==> config.mk <==
export PLATFORM = sky130hd
export DESIGN_NAME = sisc_ctrl_mc
export DESIGN_NICKNAME = d
export VERILOG_FILES = /design/src/rtl/sisc_pkg.sv /design/src/rtl/sisc_br_cond.sv /design/src/rtl/sisc_ctrl_mc.sv
export SDC_FILE = /design/constraint.sdc
export NUM_CORES = 1
export LEC_CHECK = 0
export CAP_MARGIN = 5
export CORE_ASPECT_RATIO = 1.1
export CORE_MARGIN = 2
export CORE_UTILIZATION = 42
export DETAILED_ROUTE_END_ITERATION = 10
export GPL_TIMING_DRIVEN = 0
export PLACE_DENSITY = 0.78
export SETUP_SLACK_MARGIN = 0.1
export SKIP_CTS_REPAIR_TIMING = 1
export SLEW_MARGIN = 40
export SYNTH_ARGS = -nofsm -noshare
export SYNTH_HDL_FRONTEND = slang
export SYNTH_SLANG_ARGS = --single-unit
==> constraint.sdc <==
create_clock -name clk -period 2.9 [get_ports clk]
set_input_delay 0.87 -clock clk [delete_from_list [all_inputs] [get_ports clk]]
set_output_delay 0.87 -clock clk [all_outputs]
set_load 0.01 [all_outputs]
Run 1, routing congestion:
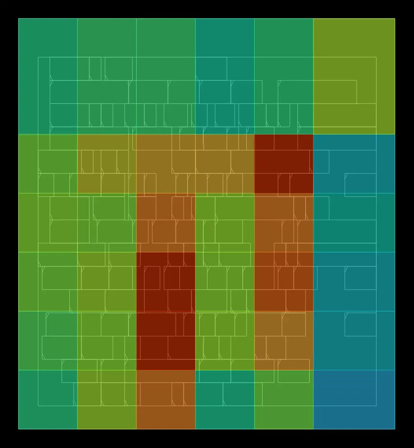
M3 GR Usage: 0.0679
fin util: 0.704
routed length per instance: 13.7 um

Run 1, met2 routing:
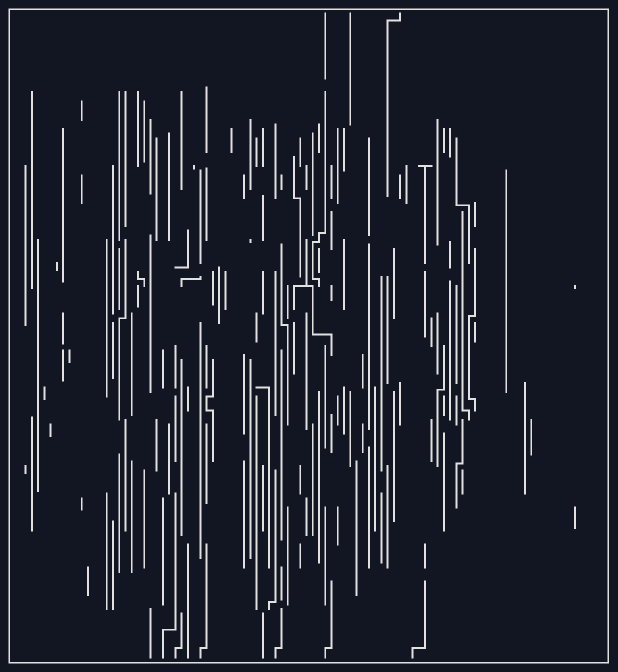
The layer holds 52% of the routed length. The wires run mostly vertical. The layer carries 1,000 um of wire.
vias: 776
final WL: 1920 um
met2 GRT Util: 0.306

Run 1, placement density heat map:
9 x 10 tiles, from white (low) to dark blue (high), 0 to 100% covered.
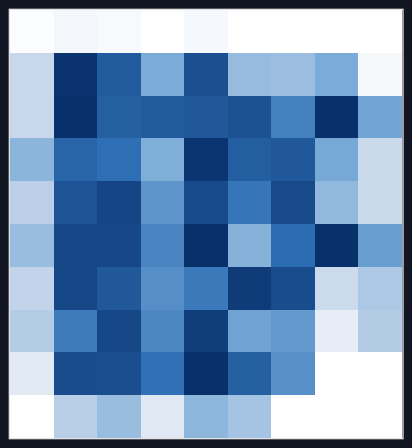
37% of the tiles are over 75% full. The emptiest ninth of the die: bottom right. 13% of the tiles are nearly empty. The mean over all tiles is 53%.
Initial Util: 0.459
Core ar.: 1610 um^2

==> impl_metrics.py, run 1 <==
# Metrics from the implementation run
metrics = {
    "power_and_ir_drop": {
        "vdd_drop_max_uv": 377,
        "switchingPower_mw": 0.275,
        "powerComb_mw": 0.405,
        "p_per_area_nw_per_um2": 597,
        "maxPowerGroup": "combinational logic",
        "clock_power_share": 0.141,
        "seq_cell_power_mw": 0.178,
        "swShare": 0.406,
        "intPower_mw": 0.403,
        "combPwrFrac": 0.597,
        "p_leak_nw": 0.590,
        "seq_power_share": 0.262,
        "p_clk_mw": 0.0959,
        "total_power_mw": 0.678,
    },
    "placed_design": {
        "gp_congestion": 0.775,
        "port_buffers": 26,
        "post-place-cells": 134,
        "hpwl_um": 1400,
        "place_area_um2": 1020,
        "dp_slack_ns": -0.817,
    },
    "route": {
        "routed_via_density": 5.54,
        "dr.pass1.iters": 4,
        "remaining_drc_errors": 0,
        "drtIter0Drc": 17,
        "ant_nets": 0,
        "top_layer": "met3",
        "routed-wl-met3_um": 91,
        "wl_met2_um": 1000,
        "wl_met1_um": 823,
    },
    "yosys": {
        "top_cells_by_count": "14 x nor2_1, 9 x dfrtp_1, 5 x nand2_1, 5 x nor3_1, 5 x o21ai_0",
        "ys_top_cells_by_area": "dfrtp_1 30%, nor2_1 7.1%, xor2_1 3.5%",
        "synth_nets": 108,
        "ys_sh_aoi": 0.174,
        "synthCells": 91,
        "yosysUniqueCellTypes": 38,
        "synth_warnings": 0,
        "netlist_logic_family_top": "simple AND/OR/NAND/NOR gates",
        "xor_share": 0.0591,
        "synth-main-ff-cell": "dfrtp_1",
        "top_cell": "nor2_1",
        "synth-seq-cells": 9,
        "ys_sh_mux": 0,
        "ys_sh_adder": 0.0338,
        "synthSimpleGateAreaFrac": 0.378,
        "top_area_frac": 0.304,
        "syn_area_per_cell_um2": 8.14,
        "synth_seq_share": 0.304,
        "synth_area_leader_cell": "dfrtp_1",
        "edf_count": 0,
        "synth_stat.cells": 91,
        "netlist_area_um2": 741,
        "synthArstFlopShare": 1.00,
        "synth_chip_area_um2": 741,
    },
    "final_layout": {
        "nMultiInputCombCells": 74,
        "areaGrowthSynthToFinish_pct": 53.4,
        "buffer_area_frac": 0.290,
        "comb_share": 0.460,
        "nNonClkInverters": 3,
        "layout_top_cells": "13 x nor2_1, 10 x dlymetal6s2s_1, 9 x dfrtp_1, 9 x clkdlybuf4s50_1, 5 x nand2_1",
        "final.clkbuf_count": 4,
        "combGateArea_um2": 523,
        "instances_no_fill": 140,
        "regArea_um2": 225,
        "sh_seq_area": 0.198,
        "fin_area_um2": 1140,
        "largest_register_ffs": 4,
        "seq_cells": 9,
        "diodes": 0,
        "layout_top_cell": "nor2_1",
        "buffers": 33,
        "clkCellAreaFrac": 0.0231,
        "nFillCells": 130,
        "top_area_cell_class": "logic gates",
        "layout-drive-gt1-share": 0.220,
        "nets": 141,
    },
    "clocking": {
        "clk_latency_ns": 0.26,
        "path_clk_slew_ns": 0.05,
        "cts_buffers": 3,
        "cts_max_level": 1,
        "cts_buffer_depth": 2,
        "cts_tree": "done",
        "cts_sinks": 9,
        "root_buffer": "clkbuf_4",
    },
    "setup_path": {
        "cp.required_ns": 2.03,
        "cp-end-kind": "output pin",
        "r2r_cells": 6,
        "r2r_slack_ns": 1.34,
        "critical_path_class": "primary input to output pin",
        "cp_max_fo": 3,
        "cp_slowest_cell": "or3b_4",
        "crit_cells": 7,
        "arrival_ns": 2.18,
        "startpoint_type": "primary input",
        "cp_cell_sequence": "buf_8, or2b_1, or3b_4, nor3b_2, buf_4, and2_4, buf_6",
        "path_delay_family": "simple AND/OR/NAND/NOR gates",
        "critPathBufInv": 3,
        "max_stage_delay_ns": 0.40,
    },
    "worst_hold_path": {
        "min_path_cells": 1,
        "hold_class": "register to register",
    },
    "timing": {
        "min_period_ns": 3.05,
        "final.setup.worst_slack_ns": -0.148,
        "grt_setup_unrepaired": "yes",
        "max_freq_mhz": 328,
        "final-hold-violation-count": 0,
        "tns_ns": -0.282,
        "slew_headroom": 0.725,
        "worst_pin_slew_ns": 0.412,
        "period_used_share": 1.05,
        "clock-skew-final_ns": 0.0106,
        "holdWs_ns": 0.466,
        "slew_viol_final": 0,
        "finalSetupViolations": 4,
    },
    "global_route": {
        "grt_pass1_wl_um": 2710,
        "grt_pass1_vias": 663,
        "globalRouteTotalUtil": 0.177,
        "grt_overflow": 0,
        "met1_usage": 0.217,
        "grt_busiest_layer": "met2",
        "grt_max_degree": 11,
        "grt_antenna_before_repair": 0,
    },
    "die": {
        "chipArea_um2": 2120,
        "dieHeight_um": 48.0,
        "io_pins": 29,
        "die_x_um": 44.0,
        "tap_cells": 17,
        "core.rowCount": 15,
    },
    "run_status": {
        "failed_checks": "negative setup slack",
        "status": "finished with violations",
    },
    "job": {
        "warning_count": 28,
        "drv_cap": 0,
    },
}
Run 1, gate-type map:
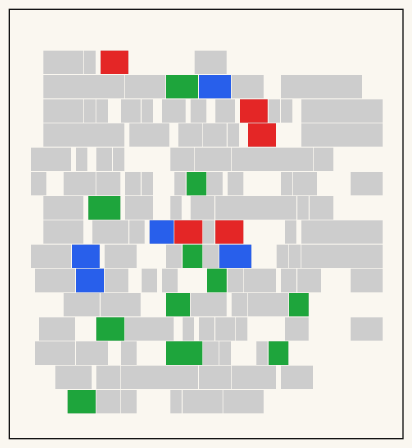

--- run 2 (diff from run 1) ---
CORE_MARGIN = 5   (was 2)
Run 2, gate-type map:
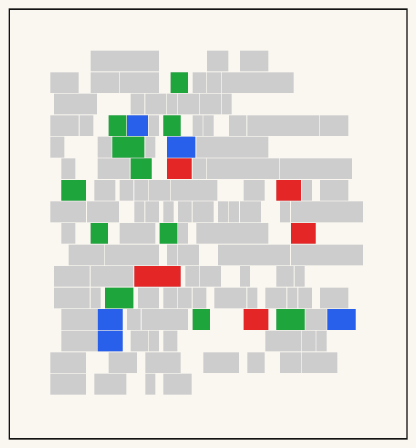
AND-OR and OR-AND gates: in blue, cells 5. XOR/XNOR gates: in red, cells 5. AND and OR gates: in green, cells 11.
final cell count without fillers: 143
most numerous logic cell after layout: nor2_1
logic share of the area: 0.464

Run 2, met2 routing:
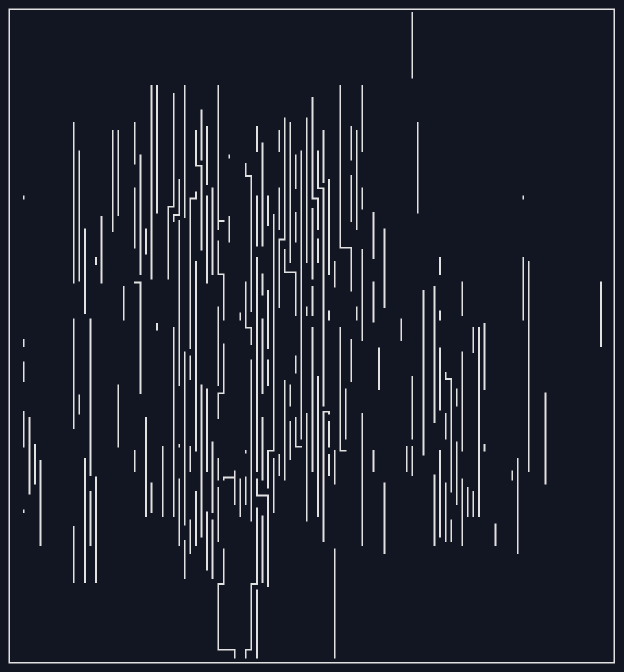
The wires run mostly vertical. The longest straight run is 23.8 um. 124 nets have wire on it. The layer carries 1,110 um of wire.
vias: 810
met2 GRT Util: 0.276
final WL: 2190 um

==> impl_metrics.py, run 2 <==
# Metrics from the implementation run
metrics = {
    "run_status": {
        "status": "finished with violations",
        "failed_checks": "negative setup slack",
    },
    "die": {
        "core.rowCount": 16,
        "io_pins": 29,
        "tap_cells": 18,
        "initial_core_util": 0.430,
        "die_x_um": 50.0,
        "core_area_um2": 1720,
        "chipArea_um2": 2700,
        "dieHeight_um": 54.0,
    },
    "timing": {
        "grt_setup_unrepaired": "yes",
        "period_used_share": 1.02,
        "worst_pin_slew_ns": 0.489,
        "tns_ns": -0.152,
        "final-hold-violation-count": 0,
        "final.setup.worst_slack_ns": -0.0663,
        "max_freq_mhz": 337,
        "finalSetupViolations": 3,
        "holdWs_ns": 0.471,
        "clock-skew-final_ns": 0.00657,
        "slew_viol_final": 0,
        "slew_headroom": 0.674,
        "min_period_ns": 2.97,
    },
    "yosys": {
        "xor_share": 0.0591,
        "synth_chip_area_um2": 741,
        "ys_top_cells_by_area": "dfrtp_1 30%, nor2_1 7.1%, xor2_1 3.5%",
        "ys_sh_mux": 0,
        "top_cells_by_count": "14 x nor2_1, 9 x dfrtp_1, 5 x nand2_1, 5 x nor3_1, 5 x o21ai_0",
        "netlist_area_um2": 741,
        "syn_area_per_cell_um2": 8.14,
        "synth-main-ff-cell": "dfrtp_1",
        "synthArstFlopShare": 1.00,
        "synthSimpleGateAreaFrac": 0.378,
        "synth_area_leader_cell": "dfrtp_1",
        "synth_seq_share": 0.304,
        "ys_sh_aoi": 0.174,
        "top_cell": "nor2_1",
        "ys_sh_adder": 0.0338,
        "synth-seq-cells": 9,
        "netlist_logic_family_top": "simple AND/OR/NAND/NOR gates",
        "synthCells": 91,
        "synth_stat.cells": 91,
        "synth_warnings": 0,
        "synth_nets": 108,
        "edf_count": 0,
        "yosysUniqueCellTypes": 38,
        "top_area_frac": 0.304,
    },
    "final_layout": {
        "fin_area_um2": 1170,
        "buffer_area_frac": 0.292,
        "nets": 143,
        "buffers": 35,
        "combGateArea_um2": 543,
        "areaGrowthSynthToFinish_pct": 58.1,
        "layout-drive-gt1-share": 0.240,
        "post-route-util": 0.680,
        "final.clkbuf_count": 3,
        "regArea_um2": 225,
        "nFillCells": 137,
        "nNonClkInverters": 3,
        "diodes": 0,
        "nMultiInputCombCells": 74,
        "sh_seq_area": 0.192,
        "layout_top_cells": "13 x nor2_1, 11 x dlymetal6s2s_1, 9 x dfrtp_1",
        "seq_cells": 9,
        "clkCellAreaFrac": 0.0235,
        "top_area_cell_class": "logic gates",
        "largest_register_ffs": 4,
    },
    "placed_design": {
        "place_area_um2": 1020,
        "dp_slack_ns": -0.862,
        "post-place-cells": 135,
        "port_buffers": 26,
        "gp_congestion": 0.811,
        "hpwl_um": 1490,
    },
    "setup_path": {
        "r2r_slack_ns": 1.27,
        "arrival_ns": 2.10,
        "critical_path_class": "primary input to output pin",
        "cp-end-kind": "output pin",
        "cp_slowest_cell": "nor4b_4",
        "cp.required_ns": 2.03,
        "crit_cells": 8,
        "startpoint_type": "primary input",
        "path_delay_family": "buffers and inverters",
        "cp_max_fo": 3,
        "critPathBufInv": 4,
        "r2r_cells": 6,
        "max_stage_delay_ns": 0.29,
        "cp_cell_sequence": "buf_8, buf_4, nor4b_4, buf_4, and4b_1, a41oi_2, a21oi_1, buf_2",
    },
    "clocking": {
        "cts_buffers": 3,
        "cts_max_level": 1,
        "cts_tree": "done",
        "clk_latency_ns": 0.27,
        "path_clk_slew_ns": 0.06,
        "cts_sinks": 9,
        "cts_buffer_depth": 2,
    },
    "global_route": {
        "grt_busiest_layer": "met2",
        "use_met3": 0.0443,
        "grt_pass1_vias": 786,
        "grt_overflow": 0,
        "globalRouteTotalUtil": 0.158,
        "grt_max_degree": 11,
        "met1_usage": 0.179,
        "grt_antenna_before_repair": 0,
        "grt_pass1_wl_um": 3330,
    },
    "route": {
        "top_layer": "met4",
        "wire_per_inst_um": 15.3,
        "dr.pass1.iters": 4,
        "routed-wl-met3_um": 168,
        "wl_met1_um": 886,
        "wl_met2_um": 1110,
        "remaining_drc_errors": 0,
        "drtIter0Drc": 17,
        "routed_via_density": 5.66,
        "ant_nets": 0,
    },
    "power_and_ir_drop": {
        "seq_power_share": 0.253,
        "intPower_mw": 0.406,
        "p_leak_nw": 0.623,
        "switchingPower_mw": 0.298,
        "seq_cell_power_mw": 0.178,
        "combPwrFrac": 0.607,
        "total_power_mw": 0.703,
        "maxPowerGroup": "combinational logic",
        "clock_power_share": 0.140,
        "swShare": 0.423,
        "p_per_area_nw_per_um2": 600,
        "vdd_drop_max_uv": 473,
        "powerComb_mw": 0.427,
        "p_clk_mw": 0.0985,
    },
    "worst_hold_path": {
        "hold_class": "register to register",
        "min_path_cells": 1,
    },
    "job": {
        "warning_count": 28,
        "drv_cap": 0,
    },
}
